File: src/rtl/imem_boot_loader.sv
// Boot loader: receives a framed byte stream, writes little-endian words into imem port A,
// and holds the core in reset until a frame with a correct checksum has been loaded.
module imem_boot_loader #(
   parameter int unsigned IMEM_AW     = 10,
   parameter logic [7:0]  SYNC_BYTE   = 8'hA5,
   parameter int unsigned TIMEOUT_CYC = 1000000
) (
   input  logic               pad_clk,
   input  logic               pad_rst_n,
   input  logic [7:0]         rx_data,
   input  logic               rx_valid,
   output logic               rx_ready,
   output logic               imem_ena,
   output logic               imem_wea,
   output logic [IMEM_AW-1:0] imem_addra,
   output logic [31:0]        imem_dia,
   output logic               core_rst_n,
   output logic               boot_done,
   output logic               boot_err,
   output logic               busy
);

   localparam int unsigned TMO_W = $clog2(TIMEOUT_CYC + 1);
   localparam logic [16:0] DEPTH = 17'(1) << IMEM_AW;

   typedef enum logic [2:0] {
      S_IDLE, S_LEN0, S_LEN1, S_DATA, S_CSUM, S_DONE, S_ERR
   } state_t;

   state_t             state, state_nxt;
   logic               acc;
   logic               rdy_nxt;
   logic               wr_nxt;
   logic               timed;
   logic               tmo_hit;
   logic               len_bad;
   logic               word_last;
   logic [15:0]        len_in;
   logic [7:0]         len_lo;
   logic [IMEM_AW-1:0] last_idx;
   logic [IMEM_AW-1:0] word_idx;
   logic [1:0]         byte_cnt;
   logic [7:0]         csum;
   logic [23:0]        asm_p0;
   logic [TMO_W-1:0]   tmo_cnt;

   assign acc       = rx_valid && rx_ready;
   assign len_in    = {rx_data, len_lo};
   assign len_bad   = (len_in == 16'd0) || ({1'b0, len_in} > DEPTH);
   assign timed     = state inside {S_LEN0, S_LEN1, S_DATA, S_CSUM};
   // timeout fires on the edge that would make the idle count reach TIMEOUT_CYC
   assign tmo_hit   = timed && !acc && (tmo_cnt == TMO_W'(TIMEOUT_CYC - 1));
   assign word_last = (byte_cnt == 2'd3) && (word_idx == last_idx);

   always_comb begin
      state_nxt = state;
      rdy_nxt   = 1'b0;
      wr_nxt    = 1'b0;
      case (state)
         S_IDLE: if (acc && rx_data == SYNC_BYTE) state_nxt = S_LEN0;
         S_LEN0: if (acc) state_nxt = S_LEN1;
                 else if (tmo_hit) state_nxt = S_ERR;
         S_LEN1: if (acc) state_nxt = len_bad ? S_ERR : S_DATA;
                 else if (tmo_hit) state_nxt = S_ERR;
         S_DATA: if (acc) begin
                    if (word_last) state_nxt = S_CSUM;
                 end else if (tmo_hit) state_nxt = S_ERR;
         S_CSUM: if (acc) state_nxt = (rx_data == csum) ? S_DONE : S_ERR;
                 else if (tmo_hit) state_nxt = S_ERR;
         S_DONE: state_nxt = S_DONE;
         S_ERR:  state_nxt = S_IDLE;
         default: state_nxt = S_IDLE;
      endcase
      wr_nxt  = (state == S_DATA) && acc && (byte_cnt == 2'd3);
      rdy_nxt = (state_nxt != S_DONE) && (state_nxt != S_ERR);
   end

   always_ff @(posedge pad_clk) begin
      if (!pad_rst_n) begin
         state      <= S_IDLE;
         rx_ready   <= 1'b0;
         imem_ena   <= 1'b0;
         imem_wea   <= 1'b0;
         imem_addra <= '0;
         imem_dia   <= '0;
         core_rst_n <= 1'b0;
         boot_done  <= 1'b0;
         boot_err   <= 1'b0;
         busy       <= 1'b0;
         tmo_cnt    <= '0;
         len_lo     <= '0;
         last_idx   <= '0;
         word_idx   <= '0;
         byte_cnt   <= '0;
         csum       <= '0;
         asm_p0     <= '0;
      end else begin
         state    <= state_nxt;
         rx_ready <= rdy_nxt;
         imem_ena <= wr_nxt;
         imem_wea <= wr_nxt;
         tmo_cnt  <= (timed && !acc) ? tmo_cnt + TMO_W'(1) : '0;

         if (acc && state == S_IDLE && rx_data == SYNC_BYTE) begin
            boot_err <= 1'b0;
            busy     <= 1'b1;
         end
         if (state_nxt == S_ERR) begin
            boot_err <= 1'b1;
            busy     <= 1'b0;
         end
         if (state_nxt == S_DONE) begin
            boot_done  <= 1'b1;
            core_rst_n <= 1'b1;
            busy       <= 1'b0;
         end

         if (acc) begin
            case (state)
               S_LEN0: len_lo <= rx_data;
               S_LEN1: begin
                  last_idx <= IMEM_AW'(len_in - 16'd1);
                  word_idx <= '0;
                  byte_cnt <= '0;
                  csum     <= '0;
               end
               // _p0 holds the first three bytes; the fourth completes the word on the write stage
               S_DATA: begin
                  csum     <= csum + rx_data;
                  byte_cnt <= byte_cnt + 2'd1;
                  asm_p0   <= {rx_data, asm_p0[23:8]};
                  if (byte_cnt == 2'd3) begin
                     imem_addra <= word_idx;
                     imem_dia   <= {rx_data, asm_p0};
                     word_idx   <= word_idx + IMEM_AW'(1);
                  end
               end
               default: ;
            endcase
         end
      end
   end

endmodule

File: config.mk
export PLATFORM = sky130hd
export DESIGN_NAME = imem_boot_loader
export DESIGN_NICKNAME = d
export VERILOG_FILES = /design/src/rtl/imem_boot_loader.sv
export SDC_FILE = /design/constraint.sdc
export NUM_CORES = 1
export LEC_CHECK = 0
export CORE_UTILIZATION = 70
export CTS_BUF_LIST = sky130_fd_sc_hd__clkbuf_4 sky130_fd_sc_hd__clkbuf_8
export DETAILED_ROUTE_END_ITERATION = 12
export DONT_BUFFER_PORTS = 1
export HOLD_SLACK_MARGIN = 0.05
export PLACE_DENSITY = 0.85
export SLEW_MARGIN = 20
export SYNTH_ARGS = -nofsm -noshare
export SYNTH_HDL_FRONTEND = slang
export SYNTH_SLANG_ARGS = --single-unit
export TNS_END_PERCENT = 10
File: constraint.sdc
create_clock -name pad_clk -period 5.57 [get_ports pad_clk]
set_input_delay 0.8355 -clock pad_clk [delete_from_list [all_inputs] [get_ports pad_clk]]
set_output_delay 0.8355 -clock pad_clk [all_outputs]
set_load 0.05 [all_outputs]
==> results.ini <==
[floorplanning]
core-area_mm2 = 0.00773
taps = 102
core_util_floorplan = 0.723

[setup_path]
path_cells = nand4b_1, nor2_1, buf_4, nand2_1, buf_4, nand2_1, a21oi_1
path_buffers = 2
endpoint_kind = flip-flop
rr_worst_depth = 7
path_class = reg -> reg
r2r_start = rx_ready

[final_layout]
signal_buffers = 5
final_common_cell = nand2_1
comb_share = 0.456
instances_no_fill = 779
drive_gt1_frac = 0.0724

[synthesis]
yosysTopAreaCellShare = 0.473
syn_nets = 703
ys_seq_frac = 0.473
ys_cells = 680
synth.most_common_cell = nand2_1

[route]
viasPerCell = 5.90
via_count = 4594
top_layer_used = met4
wl_met1_mm = 5.14

[run_status]
outcome = finished, final reports clean

[clock_network]
cts_root_buffer = clkbuf_8
cts_tree = done

[placed_design]
dp.cells = 747
dpl_cell_area_mm2 = 0.00559
dp_hpwl_mm = 7.86

[global_routing]
use_met3 = 0.0955
overflow = 0
track_usage = 0.305
grt_pass1_wl_mm = 20.1
antenna_found_initial = 0

[worst_hold_path]
whs_endpoint = imem_dia[5]

[flow_run]
drv_cap = 0

[final_timing]
fin_hold_ws_ns = 0.456
setup_viol = 0
finalWorstSetupSlack_ns = 2.41
min_period_ns = 3.16
worst_slew_pin_slew_ns = 0.963
finalMaxSlewViolations = 0

[power_and_ir_drop]
ir_drop_v = 0.000280

-- power breakdown --
group,internal [uW],switching [uW]
clock network,467,386
registers,949,10.1
logic,19.5,39.0
total,1440,435
-- sequential cells by signal (all words and copies together), names as in the netlist, 8 cells and up --
signal and cells:
tmo_cnt 20, last_idx 10, csum 8, imem_dia 32, asm_p0 24, word_idx 10, imem_addra 10, len_lo 8
-- logic make-up after synthesis --
kind of cell / synth area share
xor+xnor: 0.0753
flops: 0.473
buf+inv: 0.0361
compound gates: 0.127
simple gates: 0.248
mux: 0.0128
fa+ha+maj: 0.0282
-- tightest hold or removal path, cell delays in order (launching register included) --
cell and delay (ns):
dfxtp_1 0.31, nand2_1 0.05, a21oi_1 0.05
**The clock network**

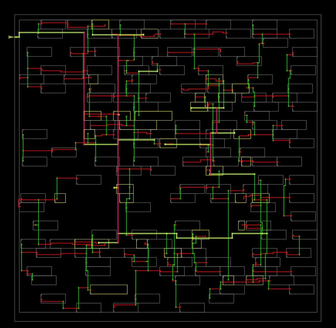
clock network power: 853 uW
Flops: 132
clk sinks: 132
cts bufs inserted: 17
clock skew: 0.00892 ns

**Placement by cell class**

Fill, decap, tap and diode cells in gray.
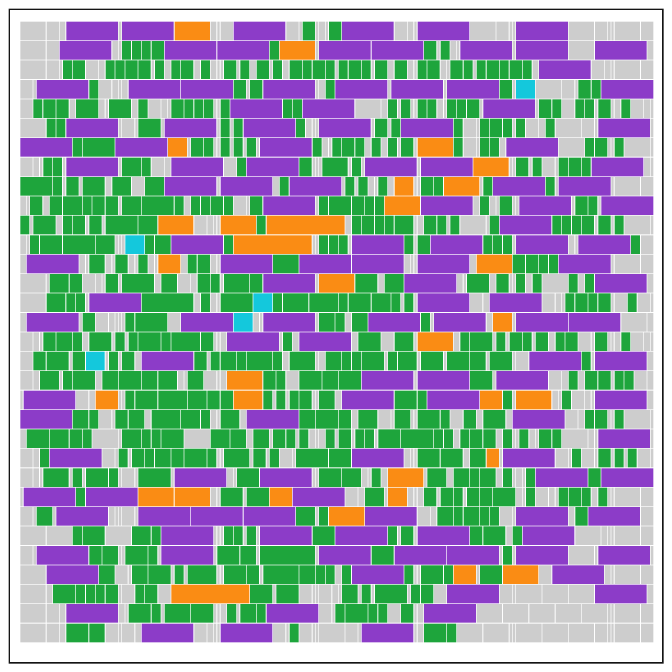
class	color	cells
clock drivers and dummy loads	orange	32
all other logic	green	508
flip-flops	purple	132
other buffers and delay cells	cyan	5

**Met1 routing**

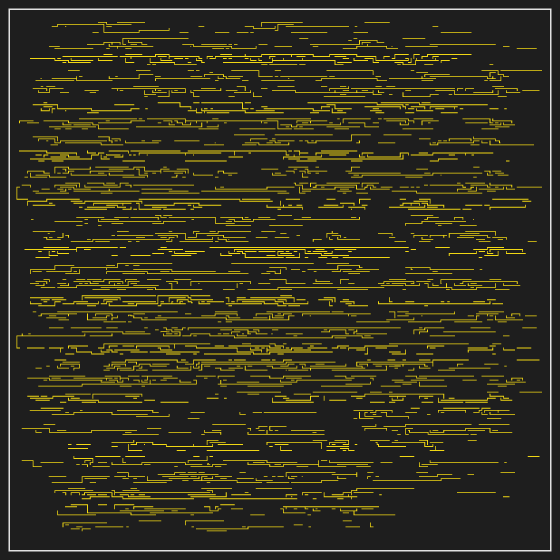
main direction	horizontal
longest straight run	35.9 um
share of all routed wire	44%
nets with wire on the layer	659

Power is estimated from default activity; no workload was simulated.
